## config.mk

```make
export PLATFORM = sky130hd
export DESIGN_NAME = ram_arb2
export DESIGN_NICKNAME = d
export VERILOG_FILES = /design/src/rtl/ram_arb2.sv
export SDC_FILE = /design/constraint.sdc
export NUM_CORES = 1
export LEC_CHECK = 0
export CORE_MARGIN = 3
export CORE_UTILIZATION = 33
export CTS_BUF_LIST = sky130_fd_sc_hd__clkbuf_4 sky130_fd_sc_hd__clkbuf_8
export CTS_CLUSTER_SIZE = 16
export DETAILED_ROUTE_END_ITERATION = 8
export HOLD_SLACK_MARGIN = 0.1
export PLACE_DENSITY = 0.89
export SYNTH_ARGS = -nofsm -noshare
export SYNTH_HDL_FRONTEND = slang
export SYNTH_SLANG_ARGS = --single-unit
```

## constraint.sdc

```tcl
create_clock -name clk -period 2.4 [get_ports clk]
set_input_delay 0.48 -clock clk [delete_from_list [all_inputs] [get_ports clk]]
set_output_delay 0.48 -clock clk [all_outputs]
set_load 0.02 [all_outputs]
```

## src/rtl/ram_arb2.sv

```systemverilog
// Two-master round-robin arbiter with bounded bursts for a 128x4 single-port RAM.
// Optional per-master grant counters (gcnt0/gcnt1) are enabled with `define RAM_ARB2_STATS_EN.
module ram_arb2 #(
  parameter int AW        = 7,
  parameter int DW        = 4,
  parameter int BURST_MAX = 4
) (
  input  logic          clk,
  input  logic          rst,
  input  logic          req0,
  input  logic          req1,
  input  logic          we0,
  input  logic          we1,
  input  logic [AW-1:0] addr0,
  input  logic [AW-1:0] addr1,
  input  logic [DW-1:0] wdata0,
  input  logic [DW-1:0] wdata1,
  output logic          ack0,
  output logic          ack1,
  output logic          rvalid0,
  output logic          rvalid1,
  output logic [DW-1:0] rdata,
  output logic          ram_enb,
  output logic [AW-1:0] ram_addr,
  output logic [DW-1:0] ram_wdata,
  input  logic [DW-1:0] ram_rdata
`ifdef RAM_ARB2_STATS_EN
  ,
  output logic [15:0]   gcnt0,
  output logic [15:0]   gcnt1
`endif
);

  localparam logic [3:0] BM = 4'(BURST_MAX);

  logic          r_owner;
  logic [3:0]    r_cnt;
  logic          r_rvalid0;
  logic          r_rvalid1;
  logic [DW-1:0] r_rdata;
  logic          w_gnt0;
  logic          w_gnt1;
  logic          w_win;
  logic          w_rd;

  // Contention goes to the owner until its burst is used up; reset blocks all grants.
  always_comb begin
    w_gnt0 = 1'b0;
    w_gnt1 = 1'b0;
    w_win  = 1'b0;
    if (rst) begin
      if (req0 && req1) begin
        w_win  = (r_cnt >= BM) ? ~r_owner : r_owner;
        w_gnt0 = ~w_win;
        w_gnt1 = w_win;
      end else begin
        w_gnt0 = req0;
        w_gnt1 = req1;
      end
    end
  end

  assign w_rd      = (w_gnt0 & ~we0) | (w_gnt1 & ~we1);
  assign ack0      = w_gnt0;
  assign ack1      = w_gnt1;
  assign ram_enb   = (w_gnt0 & we0) | (w_gnt1 & we1);
  assign ram_addr  = w_gnt0 ? addr0 : (w_gnt1 ? addr1 : '0);
  assign ram_wdata = w_gnt0 ? wdata0 : (w_gnt1 ? wdata1 : '0);
  assign rvalid0   = r_rvalid0;
  assign rvalid1   = r_rvalid1;
  assign rdata     = r_rdata;

  always_ff @(posedge clk or negedge rst) begin
    if (!rst) begin
      r_owner   <= 1'b0;
      r_cnt     <= 4'd0;
      r_rvalid0 <= 1'b0;
      r_rvalid1 <= 1'b0;
      r_rdata   <= '0;
    end else begin
      r_rvalid0 <= w_gnt0 & ~we0;
      r_rvalid1 <= w_gnt1 & ~we1;
      if (w_rd)
        r_rdata <= ram_rdata;
      if (w_gnt0 || w_gnt1) begin
        if (w_gnt1 == r_owner) begin
          if (r_cnt < BM)
            r_cnt <= r_cnt + 4'd1;
        end else begin
          r_owner <= w_gnt1;
          r_cnt   <= 4'd1;
        end
      end
    end
  end

`ifdef RAM_ARB2_STATS_EN
  logic [15:0] r_gcnt0;
  logic [15:0] r_gcnt1;

  always_ff @(posedge clk or negedge rst) begin
    if (!rst) begin
      r_gcnt0 <= 16'd0;
      r_gcnt1 <= 16'd0;
    end else begin
      if (w_gnt0)
        r_gcnt0 <= r_gcnt0 + 16'd1;
      if (w_gnt1)
        r_gcnt1 <= r_gcnt1 + 16'd1;
    end
  end

  assign gcnt0 = r_gcnt0;
  assign gcnt1 = r_gcnt1;
`endif

endmodule

```

==> impl_metrics.json, run 1 <==
{
  "worst_setup_hold_path_clk_slew_ps": 70,
  "count_of_max_cap_constraint_violations": 0,
  "cts_hold_buf": 0,
  "largest_net_degree_at_the_start_of_global_routing": 15,
  "combinational_gate_area_um2": 360,
  "layout_top_cell": "sky130_fd_sc_hd__clkdlybuf4s50_1",
  "yosys.area_share.xor_xnor": 0,
  "drive_gt1_frac": 0.331,
  "drcViolationCount": 0,
  "grt_pass1_vias": 786,
  "cp_data_required_time_ps": 1920,
  "worst_hold_startpoint": "r_cnt[0]$_DFFE_PN0P_",
  "grt_pass1_wl_mm": 3.67,
  "numCtsBuffers": 3,
  "min_delay_path_depth": 1,
  "ys_ff": 11,
  "starting_density_of_the_core": 0.364,
  "yosysChipArea_um2": 648,
  "max_slew_margin": 0.772,
  "endpoint_kind": "output pin",
  "simple_gate_area_frac": 0.104,
  "worst_hold_slack_ps": 479,
  "fin_util": 0.715,
  "dieArea_um2": 2530,
  "final_max_slew_viol_count": 0,
  "cp.arrival_ps": 1810,
  "leakage_nw": 0.616,
  "final-seq-area_um2": 275,
  "synth.cellmix.adderShare": 0.0193,
  "placement_rows": 15,
  "tool_warnings": 26,
  "die_width_um": 50.3,
  "area_delta_synth_final_pct": 96.7,
  "pre_cts_slack_ps": -510,
  "timing.rr.end": "rdata[3]$_DFFE_PN0P_",
  "total_i_o_pin_count": 52,
  "antenna_cells_inserted": 0,
  "main_logic_family": "AND-OR/OR-AND gates",
  "synth_compound_gate_area_share": 0.307,
  "layout.filler_cells": 141,
  "hpwl_mm": 1.74,
  "globalRoute.totalOverflow": 0,
  "drt-pass1-iter-count": 4,
  "clock_latency_on_the_worst_skew_pair_ps": 270,
  "timing.critical_path.from_type": "flop",
  "r2r_setup_slack_ps": 170,
  "timing.clock.skew_ps": 1.35,
  "route.antenna.remaining_nets": 0,
  "nNetsFinal": 158,
  "vdd.ir_drop.worst_uv": 516,
  "worst_r2r_path_depth": 7,
  "syn-mean-instance-area_um2": 11.6,
  "total_power_draw_mw": 0.876,
  "die.size.y_um": 50.3,
  "core_region_area_um2": 1780,
  "hold_path_end": "r_cnt[0]$_DFFE_PN0P_",
  "dpl.cell_count": 138,
  "post_synthesis_cells": 56,
  "rsz0062_at_grt": "no",
  "postPlaceCellArea_um2": 1250,
  "synth_area_um2": 648,
  "overall_global_routing_resource_usage": 0.194,
  "synth_seq_share": 0.425,
  "synth.area.mux_share": 0.100,
  "setup_violations": 0,
  "htree_num_levels": 1,
  "postLayoutSetupSlackWorst_ps": 106,
  "total_number_of_vias": 747,
  "period_minus_slack_ps": 2290,
  "power-per-cell-area_nw_per_um2": 687,
  "detail_route.iter0.violations": 8,
  "worst_pin_slew_ps": 343,
  "commonest_cells_after_routing_fill_and_taps_aside": "sky130_fd_sc_hd__clkdlybuf4s50_1 (36), sky130_fd_sc_hd__buf_4 (15), sky130_fd_sc_hd__a22o_1 (14), sky130_fd_sc_hd__buf_2 (11), sky130_fd_sc_hd__dfrtp_1 (11)",
  "viasPerCell": 5.01,
  "final_report_hold_violation_count": 0,
  "synthesis.nets": 89,
  "post_synth_num_cell_types": 20,
  "hold_path.class": "reg -> reg",
  "antenna_found_initial": 0,
  "crit_type": "reg -> out",
  "clock-sinks": 11,
  "outcome": "complete, no violations",
  "post_drt_wl_per_cell_um": 15.7,
  "sum_neg_setup_slack_ps": 0,
  "cts_tree": "done",
  "clockBufferDepth": 2,
  "port-buffer-count": 51
}
[run 1: registers in the layout, summed over array words and instances (netlist names)]
| signal | cells |
|---|---|
| r_cnt | 4 |
| rvalid1 | 1 |
| rdata | 4 |
| rvalid0 | 1 |
| r_owner | 1 |
[run 1: synthesized netlist by cell type, drive strengths merged]
cell type  count  area, µm²
a31oi          1       21.3
nor2           4       15.0
o221ai         1       8.76
mux2i          2       20.0
nand2          3       11.3
mux2           4       45.0
o21ai          1       5.00
nand2b         1       6.26
o2111a         1       12.5
o21a           1       7.51
ha             1       12.5
or4b           1       10.0
and2           3       18.8
buf            3       21.3
a22oi          1       21.3
inv            2       7.51
dfrtp         11        275
a22o          14        123
or3            1       6.26
[run 1: cell families (layout without fill, tap and decap cells)]
family / after synthesis / count (layout)
AND/OR/NAND/NOR: 13 / 13
flip-flops: 11 / 11
adder cells (fa/ha/maj): 1 / 1
AND-OR/OR-AND: 20 / 21
buffers and inverters: 5 / 72
multiplexers: 6 / 6
[run 1: what timing repair did]
item / CTS / global route
endpoints found under the hold margin: 0 / 0
gates cloned: 1 / 0
endpoints found under the setup margin: 14 / 11
setup buffers: 5 / 1
resized: 44 / 12
[run 1: worst max-delay path by stage]
stage | from | end | slack (ps) | cells past startpoint
finish | r_cnt[3]$_DFFE_PN0P_ | ram_addr[3] | 110 | 4
global route | r_cnt[3]$_DFFE_PN0P_ | ram_wdata[0] | 30 | 4
CTS | r_cnt[3]$_DFFE_PN0P_ | ram_wdata[3] | 3 | 4
detailed placement | req0 | ram_addr[1] | -510 | 5
global placement | req0 | ram_addr[3] | -480 | 5
floorplan | r_owner$_DFFE_PN0P_ | ram_addr[0] | 250 | 5
[run 1: area by class of cell]
class	instances	area share
Clock buffer	4	0.0236
Inverter	2	0.00589
Multi-Input combinational cell	41	0.283
Sequential cell	11	0.216
Tap cell	25	0.0245
Timing Repair Buffer	66	0.447
[run 1: layer usage]
layer / vias to the layer above / part of all wire / GRT usage
li1: 355 / - / -
met1: 359 / 0.39 / 0.218
met2: 28 / 0.53 / 0.335
met3: 5 / 0.067 / 0.0504
met4: 0 / 0.016 / 0.103
met5: - / 0 / 0
[run 1: power breakdown]
part | switching (mW) | internal, mW | total, mW | leakage (nW)
combinational | 0.214 | 0.253 | 0.467 | 0.461
sequential | 0.0338 | 0.238 | 0.272 | 0.137
clock | 0.0618 | 0.0757 | 0.138 | 0.0184
[run 1: critical path: stages (launching register included)]
cell                       delay, ps
sky130_fd_sc_hd__dfrtp_1         400
sky130_fd_sc_hd__or4b_4          540
sky130_fd_sc_hd__o2111a_2        230
sky130_fd_sc_hd__a22o_1          210
sky130_fd_sc_hd__buf_4           160
Run 1, power grid:
Scale bar: 20 µm. Pins as bars on the die edge.
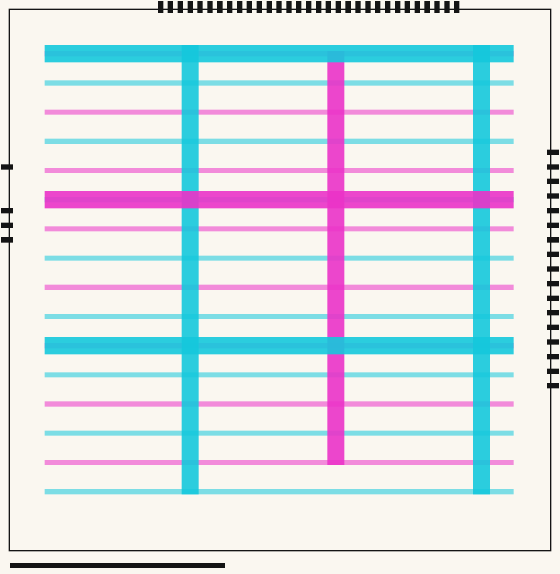
| color | net |
|---|---|
| cyan | VSS |
| magenta | VDD |
met5 straps: 3
met4 straps: 3

Run 1, met2 routing:
Scale bar: 20 µm.
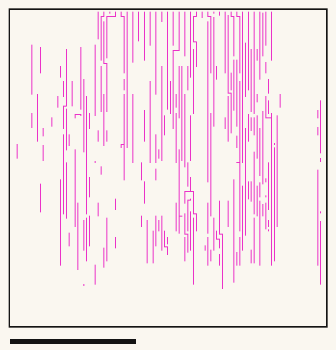
wire length on this layer: 1230 µm
longest straight run: 25.5 µm
share of all routed wire: 53%

Run 1, M3 wires:
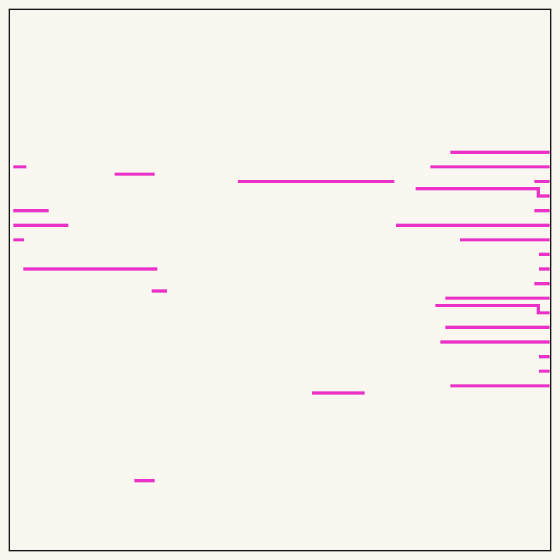
longest straight run: 14.3 µm
main direction: horizontal
share of all routed wire: 6.7%
nets with wire on the layer: 24
detailed-route wire length: 2.34 mm
met3 usage: 0.0504

==> inputs of run 2 (changes only) <==
--- a/config.mk
+++ b/config.mk
@@ -8,7 +8,6 @@
 export CORE_MARGIN = 3
 export CORE_UTILIZATION = 33
 export CTS_BUF_LIST = sky130_fd_sc_hd__clkbuf_4 sky130_fd_sc_hd__clkbuf_8
-export CTS_CLUSTER_SIZE = 16
 export DETAILED_ROUTE_END_ITERATION = 8
 export HOLD_SLACK_MARGIN = 0.1
 export PLACE_DENSITY = 0.89
Run 2, power grid:
Scale bar: 20 µm. Pins as bars on the die edge.
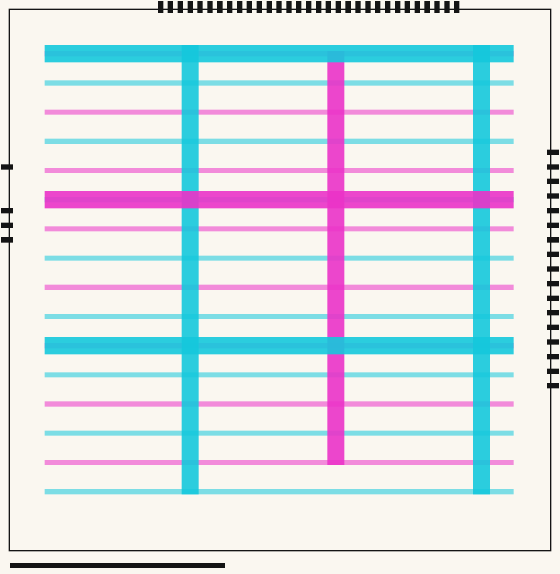
| color | net |
|---|---|
| magenta | VDD |
| cyan | VSS |
signal pins: 52
met4 straps: 3
met1 rails: 16
met5 straps: 3
rows: 15

Run 2, wiring by layer:
Scale bar: 20 µm. Two of the layers only.
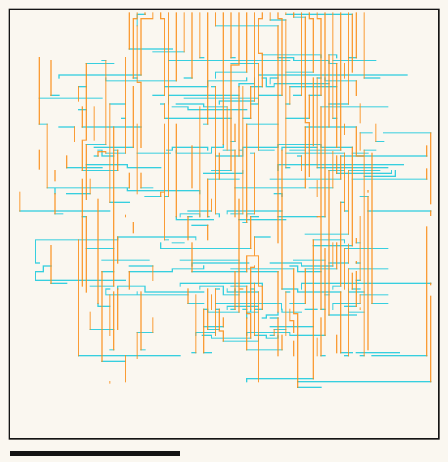
| color | layer | wire length |
|---|---|---|
| cyan | M1 | 916 µm |
| orange | M2 | 1230 µm |
overall global routing resource usage: 0.194
total number of vias: 747
wire per inst: 15.7 µm

==> impl_metrics.json, run 2 <==
{
  "endpoint_kind": "output pin",
  "core_region_area_um2": 1780,
  "worst_hold_slack_ps": 479,
  "viasPerCell": 5.01,
  "crit_path_top_delay_cell": "sky130_fd_sc_hd__or4b_4",
  "area_delta_synth_final_pct": 96.7,
  "max_slew_margin": 0.772,
  "kind_of_cell_adding_the_most_delay_to_the_critical_path": "simple AND/OR/NAND/NOR gates",
  "delay_of_the_slowest_cell_on_the_worst_path_ps": 540,
  "starting_density_of_the_core": 0.364,
  "antenna_cells_inserted": 0,
  "die_width_um": 50.3,
  "timing.critical_path.from_type": "flop",
  "port-buffer-count": 51,
  "synth_area_um2": 648,
  "largest_net_degree_at_the_start_of_global_routing": 15,
  "yosysChipArea_um2": 648,
  "clock_latency_on_the_worst_skew_pair_ps": 270,
  "worst_setup_hold_path_clk_slew_ps": 70,
  "post_synth_most_frequent_cells": "sky130_fd_sc_hd__a22o_1 (14), sky130_fd_sc_hd__dfrtp_1 (11), sky130_fd_sc_hd__mux2_2 (4), sky130_fd_sc_hd__nor2_1 (4)",
  "top_area_cell_share": 0.425,
  "power-per-cell-area_nw_per_um2": 687,
  "hpwl_mm": 1.74,
  "tool_warnings": 26,
  "ys_ff": 11,
  "die.size.y_um": 50.3,
  "numCtsBuffers": 3,
  "hold_path.class": "reg -> reg",
  "critical_path_buf_inv_count": 1,
  "count_of_max_cap_constraint_violations": 0,
  "area_leaders": "sky130_fd_sc_hd__dfrtp_1 (42%), sky130_fd_sc_hd__a22o_1 (19%), sky130_fd_sc_hd__mux2_2 (6.9%)",
  "antenna_found_initial": 0,
  "placement_rows": 15,
  "outcome": "complete, no violations",
  "vdd.ir_drop.worst_uv": 516,
  "post_synthesis_cells": 56,
  "crit_type": "reg -> out",
  "synthesis.nets": 89,
  "yosys_most_used_dff": "sky130_fd_sc_hd__dfrtp_1",
  "route.antenna.remaining_nets": 0,
  "drive_gt1_frac": 0.331,
  "combinational_gate_area_um2": 360,
  "synth_top_cell_by_count": "sky130_fd_sc_hd__a22o_1",
  "timing.clock.skew_ps": 1.35,
  "critical_path.cell_chain": "or4b_4 > o2111a_2 > a22o_1 > buf_4",
  "sum_neg_setup_slack_ps": 0,
  "synth_seq_share": 0.425,
  "syn-mean-instance-area_um2": 11.6,
  "globalRoute.totalOverflow": 0,
  "drcViolationCount": 0,
  "clock-sinks": 11,
  "rsz0062_at_grt": "no",
  "postRouteWirelength_mm": 2.34,
  "dieArea_um2": 2530,
  "layout.filler_cells": 141,
  "final_report_hold_violation_count": 0,
  "final_max_slew_viol_count": 0,
  "cp_data_required_time_ps": 1920,
  "final-seq-area_um2": 275,
  "cp.arrival_ps": 1810,
  "largest_area_cell": "sky130_fd_sc_hd__dfrtp_1",
  "layout_top_cell": "sky130_fd_sc_hd__clkdlybuf4s50_1",
  "worst_pin_slew_ps": 343,
  "leakage_nw": 0.616,
  "detail_route.iter0.violations": 8,
  "period_minus_slack_ps": 2290,
  "htree_num_levels": 1,
  "edf_count": 0,
  "total_i_o_pin_count": 52,
  "nNetsFinal": 158,
  "total_power_draw_mw": 0.876,
  "drt-pass1-iter-count": 4,
  "grt_pass1_vias": 786,
  "grt_pass1_wl_mm": 3.67,
  "commonest_cells_after_routing_fill_and_taps_aside": "sky130_fd_sc_hd__clkdlybuf4s50_1 (36), sky130_fd_sc_hd__buf_4 (15), sky130_fd_sc_hd__a22o_1 (14), sky130_fd_sc_hd__buf_2 (11), sky130_fd_sc_hd__dfrtp_1 (11)"
}
-- run 2: cell counts after synthesis --
No cell type changed its count.
-- run 2: final timing paths --
kind                       slack, ps                   end  cells after the start            startpoint
setup reg to reg                 170  rdata[3]$_DFFE_PN0P_                      7  r_cnt[3]$_DFFE_PN0P_
hold / removal                   480  r_cnt[0]$_DFFE_PN0P_                      1  r_cnt[0]$_DFFE_PN0P_
hold reg to reg                  480  r_cnt[0]$_DFFE_PN0P_                      1  r_cnt[0]$_DFFE_PN0P_
max in group asynchronous       1610  r_cnt[0]$_DFFE_PN0P_                      2                   rst
min in group asynchronous        640     rvalid0$_DFF_PN0_                      2                   rst
setup / recovery                 110           ram_addr[3]                      4  r_cnt[3]$_DFFE_PN0P_
-- run 2: final cells by class --
cell class	count	share of cell area
Clock buffer	4	0.0236
Inverter	2	0.00589
Multi-Input combinational cell	41	0.283
Sequential cell	11	0.216
Tap cell	25	0.0245
Timing Repair Buffer	66	0.447
-- run 2: through the flow --
stage | cells | setup WS (ps) | area [µm²] | util
floorplan | 56 | 254 | 648 | -
global placement | 138 | -477 | 1250 | 0.700
detailed placement | 138 | -510 | 1250 | 0.700
CTS | 148 | 3.35 | 1330 | 0.748
global route | 149 | 34.3 | 1270 | 0.715
finish | 149 | 106 | 1270 | 0.715
-- run 2: per-layer routing --
layer | up-vias | part of all wire | global-route usage | routed length (µm)
met4 | 0 | 0.016 | 0.103 | 38
met3 | 5 | 0.067 | 0.0504 | 156
met2 | 28 | 0.53 | 0.335 | 1230
met5 | - | 0 | 0 | 0
met1 | 359 | 0.39 | 0.218 | 915
li1 | 355 | - | - | -
-- run 2: cells by family after synthesis --
group           share of synthesized area
flops                               0.425
fa+ha+maj                          0.0193
mux                                 0.100
buf+inv                            0.0444
simple gates                        0.104
compound gates                      0.307
-- run 2: power breakdown --
| group | switching (mW) | internal (mW) | total, mW |
|---|---|---|---|
| registers | 0.0338 | 0.238 | 0.272 |
| clock network | 0.0618 | 0.0757 | 0.138 |
| logic | 0.214 | 0.253 | 0.467 |
-- run 2: what timing repair did --
action / CTS / global route
setup buffers: 5 / 1
hold buffers: 0 / 0
setup endpoints to repair: 14 / 11
resized: 44 / 12
cloned: 1 / 0
Power is estimated from default activity; no workload was simulated.
